**config.mk**
```make
export PLATFORM = sky130hd
export DESIGN_NAME = control_unit
export DESIGN_NICKNAME = d
export VERILOG_FILES = /design/src/rtl/riscv_ctrl_pkg.sv /design/src/rtl/control_decoder.sv /design/src/rtl/control_unit.sv
export SDC_FILE = /design/constraint.sdc
export NUM_CORES = 1
export LEC_CHECK = 0
export CAP_MARGIN = 30
export CORE_MARGIN = 2
export CORE_UTILIZATION = 44
export CTS_CLUSTER_SIZE = 14
export DETAILED_ROUTE_END_ITERATION = 8
export PLACE_DENSITY_LB_ADDON = 0.2
export REMOVE_ABC_BUFFERS = 1
export SLEW_MARGIN = 40
export SYNTH_ARGS = -nofsm -noshare
export SYNTH_HDL_FRONTEND = slang
export SYNTH_SLANG_ARGS = --single-unit
```
**constraint.sdc**
```tcl
create_clock -name CLK -period 2 [get_ports CLK]
set_clock_uncertainty 0.15 [all_clocks]
set_input_delay 0.2 -clock CLK [delete_from_list [all_inputs] [get_ports CLK]]
set_output_delay 0.2 -clock CLK [all_outputs]
set_load 0.02 [all_outputs]
```
**src/rtl/riscv_ctrl_pkg.sv**
```systemverilog
// rtl/riscv_ctrl_pkg.sv - shared opcode, state and select encodings for the multicycle control unit
//
// Contents:
//   OP_*        RV32I major opcodes recognised by the control path
//   ST_*        FSM state encoding (legacy 3-bit constants)
//   RF_SEL_*    register-file write-source select encoding
//   ULA_*       ALU operation class encoding
//   op_class_t  classifier result produced by control_decoder
package riscv_ctrl_pkg;

    localparam logic [6:0] OP_LOAD   = 7'b0000011;
    localparam logic [6:0] OP_STORE  = 7'b0100011;
    localparam logic [6:0] OP_RTYPE  = 7'b0110011;
    localparam logic [6:0] OP_IARITH = 7'b0010011;
    localparam logic [6:0] OP_AUIPC  = 7'b0010111;
    localparam logic [6:0] OP_BRANCH = 7'b1100011;
    localparam logic [6:0] OP_JAL    = 7'b1101111;
    localparam logic [6:0] OP_JALR   = 7'b1100111;

    localparam logic [2:0] ST_FETCH  = 3'd0;
    localparam logic [2:0] ST_DECODE = 3'd1;
    localparam logic [2:0] ST_EXEC   = 3'd2;
    localparam logic [2:0] ST_MEM    = 3'd3;
    localparam logic [2:0] ST_WB     = 3'd4;
    localparam logic [2:0] ST_TRAP   = 3'd5;

    localparam logic [1:0] RF_SEL_MEM   = 2'd0;
    localparam logic [1:0] RF_SEL_ALU   = 2'd1;
    localparam logic [1:0] RF_SEL_PC4   = 2'd2;
    localparam logic [1:0] RF_SEL_PCADD = 2'd3;

    localparam logic [1:0] ULA_ADD   = 2'd0;
    localparam logic [1:0] ULA_SUB   = 2'd1;
    localparam logic [1:0] ULA_FUNCT = 2'd2;

    typedef struct packed {
        logic is_load;
        logic is_store;
        logic is_rtype;
        logic is_iarith;
        logic is_auipc;
        logic is_branch;
        logic is_jal;
        logic is_jalr;
        logic legal;
    } op_class_t;

endpackage

```
**src/rtl/control_decoder.sv**
```systemverilog
// rtl/control_decoder.sv - combinational opcode classifier
//
// Ports:
//   opcode  in   7  IR[6:0]
//   cls     out     one-hot class flags plus legal (any recognised opcode)
module control_decoder
    import riscv_ctrl_pkg::*;
(
    input  logic [6:0] opcode,
    output op_class_t  cls
);

    always_comb begin
        cls = '0;
        case (opcode)
            OP_LOAD:   cls.is_load   = 1'b1;
            OP_STORE:  cls.is_store  = 1'b1;
            OP_RTYPE:  cls.is_rtype  = 1'b1;
            OP_IARITH: cls.is_iarith = 1'b1;
            OP_AUIPC:  cls.is_auipc  = 1'b1;
            OP_BRANCH: cls.is_branch = 1'b1;
            OP_JAL:    cls.is_jal    = 1'b1;
            OP_JALR:   cls.is_jalr   = 1'b1;
            default:   cls = '0;
        endcase
        cls.legal = cls.is_load | cls.is_store | cls.is_rtype | cls.is_iarith |
                    cls.is_auipc | cls.is_branch | cls.is_jal | cls.is_jalr;
    end

endmodule

```
**src/rtl/control_unit.sv**
```systemverilog
// rtl/control_unit.sv - multicycle Moore control FSM for an RV32I subset datapath
//
// Ports:
//   CLK, reset          clock and synchronous active-high reset
//   opcode/funct3/funct7_5/branch_taken   instruction fields and branch compare from datapath
//   load_ir, load_pc, WE_RF, WE_MEM       datapath enables
//   ULA_din2_sel, RF_din_sel, pc_adder_sel, pc_next_sel, ula_op   datapath mux/ALU selects
//   illegal             sticky illegal-opcode flag
//   instret             retired-instruction counter (counts load_pc edges)
module control_unit
    import riscv_ctrl_pkg::*;
(
    input  logic        CLK,
    input  logic        reset,
    input  logic [6:0]  opcode,
    input  logic [2:0]  funct3,
    input  logic        funct7_5,
    input  logic        branch_taken,
    output logic        load_ir,
    output logic        load_pc,
    output logic        WE_RF,
    output logic        WE_MEM,
    output logic        ULA_din2_sel,
    output logic [1:0]  RF_din_sel,
    output logic        pc_adder_sel,
    output logic        pc_next_sel,
    output logic [1:0]  ula_op,
    output logic        illegal,
    output logic [31:0] instret
);

    // funct fields are decoded by the ALU control downstream when ula_op selects it
    logic unused_funct;
    assign unused_funct = ^{funct3, funct7_5};

    op_class_t   cls;
    logic [2:0]  state_q, state_d;
    logic        illegal_q;
    logic [31:0] instret_q;

    logic        load_ir_c, load_pc_c, we_rf_c, we_mem_c, din2_c, pc_adder_c, pc_next_c;
    logic [1:0]  rf_sel_c, ula_op_c;

    control_decoder u_decoder (
        .opcode (opcode),
        .cls    (cls)
    );

    always_comb begin
        state_d    = state_q;
        load_ir_c  = 1'b0;
        load_pc_c  = 1'b0;
        we_rf_c    = 1'b0;
        we_mem_c   = 1'b0;
        din2_c     = 1'b0;
        rf_sel_c   = RF_SEL_MEM;
        pc_adder_c = 1'b0;
        pc_next_c  = 1'b0;
        ula_op_c   = ULA_ADD;

        // No ALU output register: operand select and operation stay up
        // from EXEC until the result is consumed in MEM or WB.
        if (state_q == ST_EXEC || state_q == ST_MEM || state_q == ST_WB) begin
            din2_c = ~(cls.is_rtype | cls.is_branch);
            if (cls.is_rtype || cls.is_iarith)
                ula_op_c = ULA_FUNCT;
            else if (cls.is_branch)
                ula_op_c = ULA_SUB;
        end

        case (state_q)
            ST_FETCH: begin
                load_ir_c = 1'b1;
                state_d   = ST_DECODE;
            end
            ST_DECODE: begin
                state_d = cls.legal ? ST_EXEC : ST_TRAP;
            end
            ST_EXEC: begin
                if (cls.is_load || cls.is_store) begin
                    state_d = ST_MEM;
                end else if (cls.is_branch) begin
                    load_pc_c  = 1'b1;
                    pc_adder_c = 1'b1;
                    pc_next_c  = branch_taken;
                    state_d    = ST_FETCH;
                end else begin
                    state_d = ST_WB;
                end
            end
            ST_MEM: begin
                if (cls.is_store) begin
                    we_mem_c  = 1'b1;
                    load_pc_c = 1'b1;
                    state_d   = ST_FETCH;
                end else begin
                    state_d = ST_WB;
                end
            end
            ST_WB: begin
                we_rf_c   = 1'b1;
                load_pc_c = 1'b1;
                state_d   = ST_FETCH;
                if (cls.is_auipc) begin
                    rf_sel_c   = RF_SEL_PCADD;
                    pc_adder_c = 1'b1;
                end else if (cls.is_jal) begin
                    rf_sel_c   = RF_SEL_PC4;
                    pc_adder_c = 1'b1;
                    pc_next_c  = 1'b1;
                end else if (cls.is_jalr) begin
                    rf_sel_c   = RF_SEL_PC4;
                    pc_next_c  = 1'b1;
                end else if (cls.is_rtype || cls.is_iarith) begin
                    rf_sel_c   = RF_SEL_ALU;
                end
            end
            ST_TRAP: begin
                state_d = ST_TRAP;
            end
            default: begin
                state_d = ST_FETCH;
            end
        endcase
    end

    always_ff @(posedge CLK) begin
        if (reset) begin
            state_q   <= ST_FETCH;
            instret_q <= 32'd0;
            illegal_q <= 1'b0;
        end else begin
            state_q <= state_d;
            if (load_pc_c)
                instret_q <= instret_q + 32'd1;
            if (state_d == ST_TRAP)
                illegal_q <= 1'b1;
        end
    end

    // Reset blanks every output so nothing is written during the reset cycle.
    assign load_ir      = ~reset & load_ir_c;
    assign load_pc      = ~reset & load_pc_c;
    assign WE_RF        = ~reset & we_rf_c;
    assign WE_MEM       = ~reset & we_mem_c;
    assign ULA_din2_sel = ~reset & din2_c;
    assign RF_din_sel   = reset ? 2'b00 : rf_sel_c;
    assign pc_adder_sel = ~reset & pc_adder_c;
    assign pc_next_sel  = ~reset & pc_next_c;
    assign ula_op       = reset ? 2'b00 : ula_op_c;
    assign illegal      = ~reset & illegal_q;
    assign instret      = reset ? 32'd0 : instret_q;

endmodule

```
Figure 1. The metal 2 layer (run 1).
Drawn at 4 px/um.
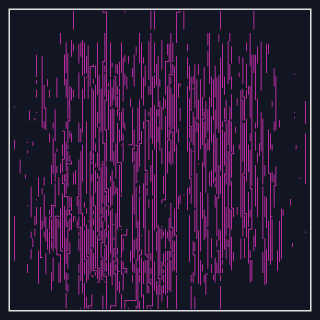
- main direction: vertical
- nets with wire on the layer: 366
- wire length on this layer: 3970 um
- share of all routed wire: 50%

Figure 2. The clock network (run 1).
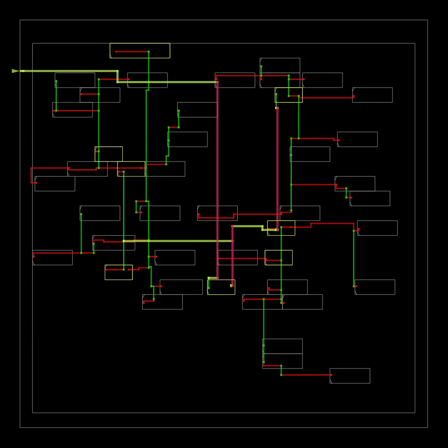
layout sequential cell count: 36
TritonCTS buffer count: 5
power consumed by the clock network: 0.722 mW

Figure 3. Floorplan with the power grid (run 1).
Drawn at 4 px/um. Pins as bars on the die edge.
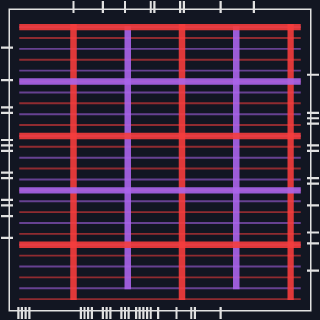
- VDD: purple
- VSS: red
- rows: 25
- signal pins: 58
- met4 straps: 5
- met5 straps: 5
- met1 rails: 26

==> flow_summary.html, run 1 <==
<!-- implementation run metrics -->
<table>
<tr><th>Metric</th><th>Value</th></tr>
<tr><th colspan="2">Outcome</th></tr>
<tr><td>Result of the run</td><td>complete, but fails checks</td></tr>
<tr><td>Failing checks</td><td>negative setup slack</td></tr>
<tr><th colspan="2">Die</th></tr>
<tr><td>Die Height</td><td>75.0 um</td></tr>
<tr><td>Number of rows created at floorplan</td><td>25</td></tr>
<tr><td>Placeable core region</td><td>4790 um^2</td></tr>
<tr><th colspan="2">Synthesis</th></tr>
<tr><td>Compound-Gate Fraction of Synth Area</td><td>0.0773</td></tr>
<tr><td>Register bit count reported by yosys</td><td>36</td></tr>
<tr><td>Count of unique library cells instantiated by Yosys</td><td>roughly 44</td></tr>
<tr><td>Sequential share of the synthesized area</td><td>0.325</td></tr>
<tr><th colspan="2">Final layout</th></tr>
<tr><td>Most frequent cells in the layout</td><td>47 x sky130_fd_sc_hd__buf_4, 37 x sky130_fd_sc_hd__clkdlybuf4s50_1, 35 x sky130_fd_sc_hd__nor2_1, 34 x sky130_fd_sc_hd__dfxtp_1, 33 x sky130_fd_sc_hd__nor2b_1</td></tr>
<tr><td>Number of fill cells</td><td>282</td></tr>
<tr><td>Register area</td><td>723 um^2</td></tr>
<tr><th colspan="2">CTS</th></tr>
<tr><td>Clk pin slew, worst setup/hold paths</td><td>0.08 ns</td></tr>
<tr><td>Cts-stage hold buffer count</td><td>0</td></tr>
<tr><td>Clock root buffer master</td><td>sky130_fd_sc_hd__clkbuf_8</td></tr>
<tr><td>Post-CTS setup buffer count</td><td>5</td></tr>
<tr><td>Number of resized instances in the post-cts repair step</td><td>a little over 70</td></tr>
<tr><th colspan="2">Critical path</th></tr>
<tr><td>R2R cell count</td><td>6</td></tr>
<tr><td>Capturing instance or port of the critical path</td><td>load_pc</td></tr>
<tr><td>End of the worst register-to-register path</td><td>instret_q[25]$_SDFFE_PP0P_</td></tr>
<tr><td>Reg-to-reg slack, setup</td><td>-0.21 ns</td></tr>
<tr><th colspan="2">Drt</th></tr>
<tr><td>Routed vias</td><td>2568</td></tr>
<tr><td>Iteration count of the initial detailed-routing pass</td><td>4</td></tr>
<tr><td>Wire length on met2</td><td>3970 um</td></tr>
<tr><td>Top routing layer in use</td><td>met4</td></tr>
<tr><th colspan="2">Final timing</th></tr>
<tr><td># setup viols final</td><td>40</td></tr>
<tr><td>Final critical delay including setup and external delays</td><td>between 2 and 2.5 ns</td></tr>
<tr><td>Normalized max-slew margin</td><td>0.687</td></tr>
<tr><td>Setup slack of the critical path after layout</td><td>-0.224 ns</td></tr>
<tr><th colspan="2">Power</th></tr>
<tr><td>Clk pwr share</td><td>0.415</td></tr>
<tr><td>Pint</td><td>1.30 mW</td></tr>
<tr><td>Sequential-cell power consumption</td><td>0.728 mW</td></tr>
<tr><th colspan="2">Global route</th></tr>
<tr><td>Maximum number of pins on one net before global-route repair</td><td>a little over 60</td></tr>
<tr><td>GR met1 Demand/Resource</td><td>0.278</td></tr>
<tr><td>Remaining global-route overflow</td><td>0</td></tr>
<tr><th colspan="2">Worst hold path</th></tr>
<tr><td>Start point of the worst min-delay path</td><td>reset</td></tr>
<tr><th colspan="2">Place</th></tr>
<tr><td>Pre-CTS setup slack</td><td>-0.527 ns</td></tr>
</table>
[run 1: state kept, by name, indices dropped and copies added (netlist names)]
| register | flops |
|---|---|
| illegal_q | 1 |
| state_q | 3 |
| instret_q | 32 |
[run 1: final cells by class]
cell class	count	area share
clock inverters	1	0.00779
repair buffers	108	0.272
inverters	4	0.00390
well taps	67	0.0218
multi-input cells	215	0.482
clock buffers	7	0.0250
flip-flops and latches	36	0.188
[run 1: worst max-delay path, stage by stage, from the launching register on]
cell and delay, ns:
sky130_fd_sc_hd__dfxtp_2 0.34, sky130_fd_sc_hd__buf_6 0.13, sky130_fd_sc_hd__xnor2_4 0.12, sky130_fd_sc_hd__o41a_4 0.56, sky130_fd_sc_hd__buf_4 0.18, sky130_fd_sc_hd__nor2_4 0.12
sky130_fd_sc_hd__buf_6 0.13
Figure 4. Where the registers sit (run 1).
Drawn at 4 px/um.
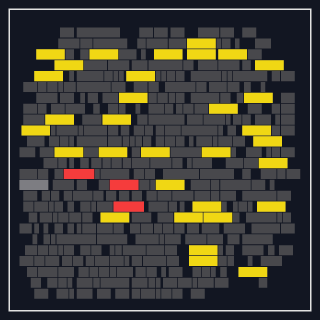

==> inputs of run 2 (changes only) <==
--- a/config.mk
+++ b/config.mk
@@ -9,3 +9,3 @@
 export CORE_MARGIN = 2
-export CORE_UTILIZATION = 44
+export CORE_UTILIZATION = 53
 export CTS_CLUSTER_SIZE = 14
==> constraint.sdc (replaced) <==
create_clock -name CLK -period 2.6 [get_ports CLK]
set_clock_uncertainty 0.15 [all_clocks]
set_input_delay 0.39 -clock CLK [delete_from_list [all_inputs] [get_ports CLK]]
set_output_delay 0.39 -clock CLK [all_outputs]
set_load 0.02 [all_outputs]
Figure 5. Where the registers sit (run 2).
Drawn at 6 px/um.
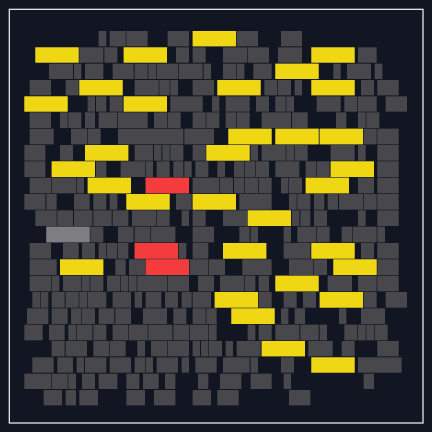
- instret_q: yellow (sequential cells 32)
- state_q: red (sequential cells 3)

==> run 2 against run 1 <==
  * The run now ends clean
  * First-iteration DRC count decreased by 20%
  * Critical endpoint is now instret_q[7]$_SDFFE_PP0P_
  * Setup slack improved by 0.29 ns
  * Worst hold slack improved by 0.056 ns
  * Sequential power decreased by 23%
  * Critical path type is now in -> reg
  * Power decreased by 32%
  * Clock power decreased by 32%
  * Sequential share of layout area increased by 5.3 points
  * Area after synthesis unchanged
  * Combinational power decreased by 55%
  * Design area decreased by 22%
  * Flip-flop count unchanged
  * Highest routed layer unchanged
==> flow_summary.html, run 2 <==
<!-- implementation run metrics -->
<table>
<tr><th>Metric</th><th>Value</th></tr>
<tr><th colspan="2">Outcome</th></tr>
<tr><td>Result of the run</td><td>completed</td></tr>
<tr><th colspan="2">Drt</th></tr>
<tr><td>Iteration count of the initial detailed-routing pass</td><td>4</td></tr>
<tr><td>Wire length on met2</td><td>2600 um</td></tr>
<tr><td>Top routing layer in use</td><td>met4</td></tr>
<tr><th colspan="2">Final layout</th></tr>
<tr><td>Multi-input gate share of the layout cell area</td><td>0.472</td></tr>
<tr><td>Clk tree area frac</td><td>0.0371</td></tr>
<tr><td>Flip-flop and latch share of the layout cell area</td><td>0.240</td></tr>
<tr><td>Buffer count excluding the clock tree in the final layout</td><td>~70</td></tr>
<tr><td>Regs by FF count</td><td>instret_q: 32 flops, state_q: 3 flops, illegal_q: 1 flops</td></tr>
<tr><td>Largest Register</td><td>instret_q</td></tr>
<tr><td>Layout sequential cell count</td><td>36</td></tr>
<tr><td>Number of logic inverters in the finished layout</td><td>4</td></tr>
<tr><td>Layout clock buffers</td><td>5</td></tr>
<tr><td>Layout non-clock buf frac</td><td>0.224</td></tr>
<tr><td>Most frequent cells in the layout</td><td>42 x sky130_fd_sc_hd__clkdlybuf4s50_1, 38 x sky130_fd_sc_hd__nor2_1, 36 x sky130_fd_sc_hd__dfxtp_1, 33 x sky130_fd_sc_hd__nor2b_1, 20 x sky130_fd_sc_hd__mux2_2</td></tr>
<tr><th colspan="2">Synthesis</th></tr>
<tr><td>Register bit count reported by yosys</td><td>36</td></tr>
<tr><td>Count of unique library cells instantiated by Yosys</td><td>44</td></tr>
<tr><td>Sequential share of the synthesized area</td><td>0.325</td></tr>
<tr><th colspan="2">Die</th></tr>
<tr><td>Placeable core region</td><td>4000 um^2</td></tr>
<tr><td>Number of tap instances</td><td>50</td></tr>
<tr><th colspan="2">CTS</th></tr>
<tr><td>Number of resized instances in the post-cts repair step</td><td>9</td></tr>
<tr><td>Post-CTS setup buffer count</td><td>0</td></tr>
<tr><td>Cts-stage hold buffer count</td><td>0</td></tr>
<tr><th colspan="2">Critical path</th></tr>
<tr><td>CP delay by family, top</td><td>buffers and inverters</td></tr>
<tr><td>Stages on the worst setup path</td><td>6</td></tr>
<tr><td>Critical path, cell by cell</td><td>clkdlybuf4s50_1 &gt; nand4bb_1 &gt; o41a_1 &gt; buf_4 &gt; nor3b_1 &gt; mux2_2</td></tr>
<tr><th colspan="2">Final timing</th></tr>
<tr><td>Normalized max-slew margin</td><td>0.676</td></tr>
<tr><td># setup viols final</td><td>0</td></tr>
<tr><td>Final critical delay including setup and external delays</td><td>2.53 ns</td></tr>
<tr><th colspan="2">Worst hold path</th></tr>
<tr><td>Start point of the worst min-delay path</td><td>reset</td></tr>
<tr><th colspan="2">Power</th></tr>
<tr><td>Sequential-cell power consumption</td><td>0.558 mW</td></tr>
<tr><th colspan="2">Place</th></tr>
<tr><td>Pre-CTS setup slack</td><td>-0.313 ns</td></tr>
</table>
run 2: cell types whose count changed in the layout (fill, tap and decap cells not counted), moves of 8 or more:
cell	delta
sky130_fd_sc_hd__mux2_2	+11
sky130_fd_sc_hd__nor3_1	+10
sky130_fd_sc_hd__nor4_1	+8
sky130_fd_sc_hd__buf_4	-29
sky130_fd_sc_hd__buf_6	-8
sky130_fd_sc_hd__mux2_4	-16
run 2: cell families (layout without fill, tap and decap cells):
kind of cell | Yosys count | count (layout) | share of synthesized area
adder cells (fa/ha/maj) | 1 | 1 | 0.00564
AND-OR/OR-AND | 25 | 25 | 0.0773
buffers and inverters | 23 | 84 | 0.0496
flip-flops | 36 | 36 | 0.325
AND/OR/NAND/NOR | 159 | 159 | 0.394
multiplexers | 27 | 27 | 0.137
XOR/XNOR | 3 | 3 | 0.0118
Figure 6. Local utilization (run 2).
Drawn at 6 px/um. 7 x 7 tiles, from black (low) to pale yellow (high), 0 to 100% covered.
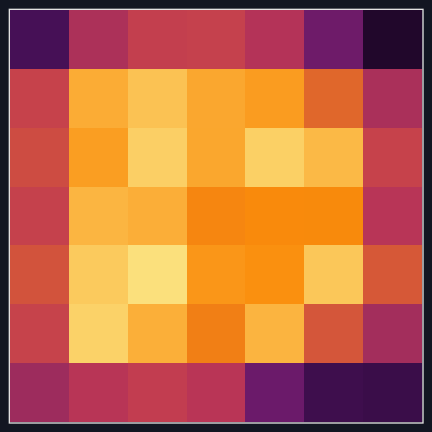

==> inputs of run 3 (changes only) <==
- CORE_UTILIZATION: 53 -> 54
- CTS_BUF_LIST: not set -> sky130_fd_sc_hd__clkbuf_4 sky130_fd_sc_hd__clkbuf_8
Figure 7. Local utilization (run 3).
Drawn at 6 px/um. 7 x 7 tiles, from black (low) to pale yellow (high), 0 to 100% covered.
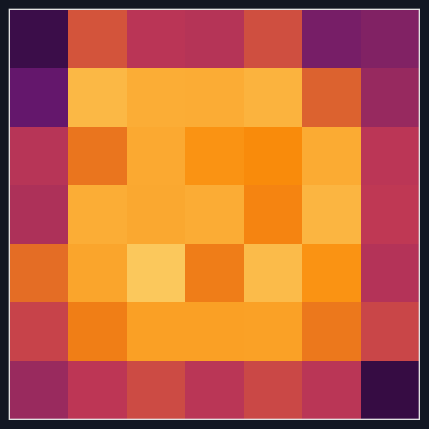
- fullest tile: 88%
- mean over tiles: 62%
- densest ninth of the die: middle

==> run 3 against run 2 <==
  * Via count is 1.3% higher
  * Sequential power is essentially flat
  * Die size fell by 1.7%
  * Fmax is 0.42% higher
  * Design area decreased by 1.6%
  * Global-route usage rose by 0.30 points
  * Wire length shrank 0.76%
  * Final cell count decreased by 0.26%
  * Combinational power barely moved
  * Count of clock-buffer cells in the layout is 1 higher
  * Non-clock buffer count stayed put
  * Critical path type unchanged
==> flow_summary.html, run 3 <==
<!-- implementation run metrics -->
<table>
<tr><th>Metric</th><th>Value</th></tr>
<tr><th colspan="2">Final timing</th></tr>
<tr><td># setup viols final</td><td>0</td></tr>
<tr><td>Setup slack of the critical path after layout</td><td>0.0787 ns</td></tr>
<tr><th colspan="2">Global route</th></tr>
<tr><td>Maximum number of pins on one net before global-route repair</td><td>53</td></tr>
<tr><td>Remaining global-route overflow</td><td>0</td></tr>
<tr><th colspan="2">Drt</th></tr>
<tr><td>Iteration count of the initial detailed-routing pass</td><td>4</td></tr>
<tr><th colspan="2">Place</th></tr>
<tr><td>Pre-CTS setup slack</td><td>-0.337 ns</td></tr>
<tr><th colspan="2">Synthesis</th></tr>
<tr><td>Xor and xnor area share after synthesis</td><td>0.0118</td></tr>
<tr><td>Logic family by area</td><td>simple AND/OR/NAND/NOR gates</td></tr>
<tr><td>Sequential share of the synthesized area</td><td>0.325</td></tr>
<tr><td>Register bit count reported by yosys</td><td>36</td></tr>
<tr><th colspan="2">Worst hold path</th></tr>
<tr><td>Start point of the worst min-delay path</td><td>reset</td></tr>
<tr><th colspan="2">Final layout</th></tr>
<tr><td>Multi-input gate share of the layout cell area</td><td>0.478</td></tr>
<tr><td>Most area-hungry cell class in the final design</td><td>combinational gates</td></tr>
<tr><td>Number of fill cells</td><td>347</td></tr>
<tr><td>Layout sequential cell count</td><td>36</td></tr>
<tr><td>Number of logic inverters in the finished layout</td><td>4</td></tr>
<tr><td>Layout non-clock buf frac</td><td>0.224</td></tr>
<tr><th colspan="2">Critical path</th></tr>
<tr><td>R2R cell count</td><td>5</td></tr>
<tr><td>End of the worst register-to-register path</td><td>instret_q[25]$_SDFFE_PP0P_</td></tr>
<tr><td>Reg-to-reg slack, setup</td><td>0.27 ns</td></tr>
<tr><th colspan="2">Outcome</th></tr>
<tr><td>Result of the run</td><td>completed</td></tr>
<tr><th colspan="2">Die</th></tr>
<tr><td>Die Height</td><td>68.1 um</td></tr>
</table>
-- run 3: critical path, stage by stage --
cell and delay (ns):
sky130_fd_sc_hd__clkdlybuf4s50_1 0.43, sky130_fd_sc_hd__nand4bb_1 0.27, sky130_fd_sc_hd__o41a_1 0.43, sky130_fd_sc_hd__buf_4 0.26, sky130_fd_sc_hd__nor4b_1 0.39, sky130_fd_sc_hd__mux2_2 0.37
-- run 3: where the power goes --
group | leakage [nW] | internal (mW) | switching [mW]
Sequential | 0.291 | 0.556 | 0.00393
Combinational | 0.810 | 0.0562 | 0.0730
Clock | 0.0445 | 0.193 | 0.194
Total | 1.15 | 0.805 | 0.271
-- run 3: timing repair --
item                                    CTS  global route
setup buffers                             0             0
endpoints found under the setup margin    9            10
resized                                  10            12
hold buffers                              0             0
gates cloned                              0             0
Power and IR drop assume default switching activity.
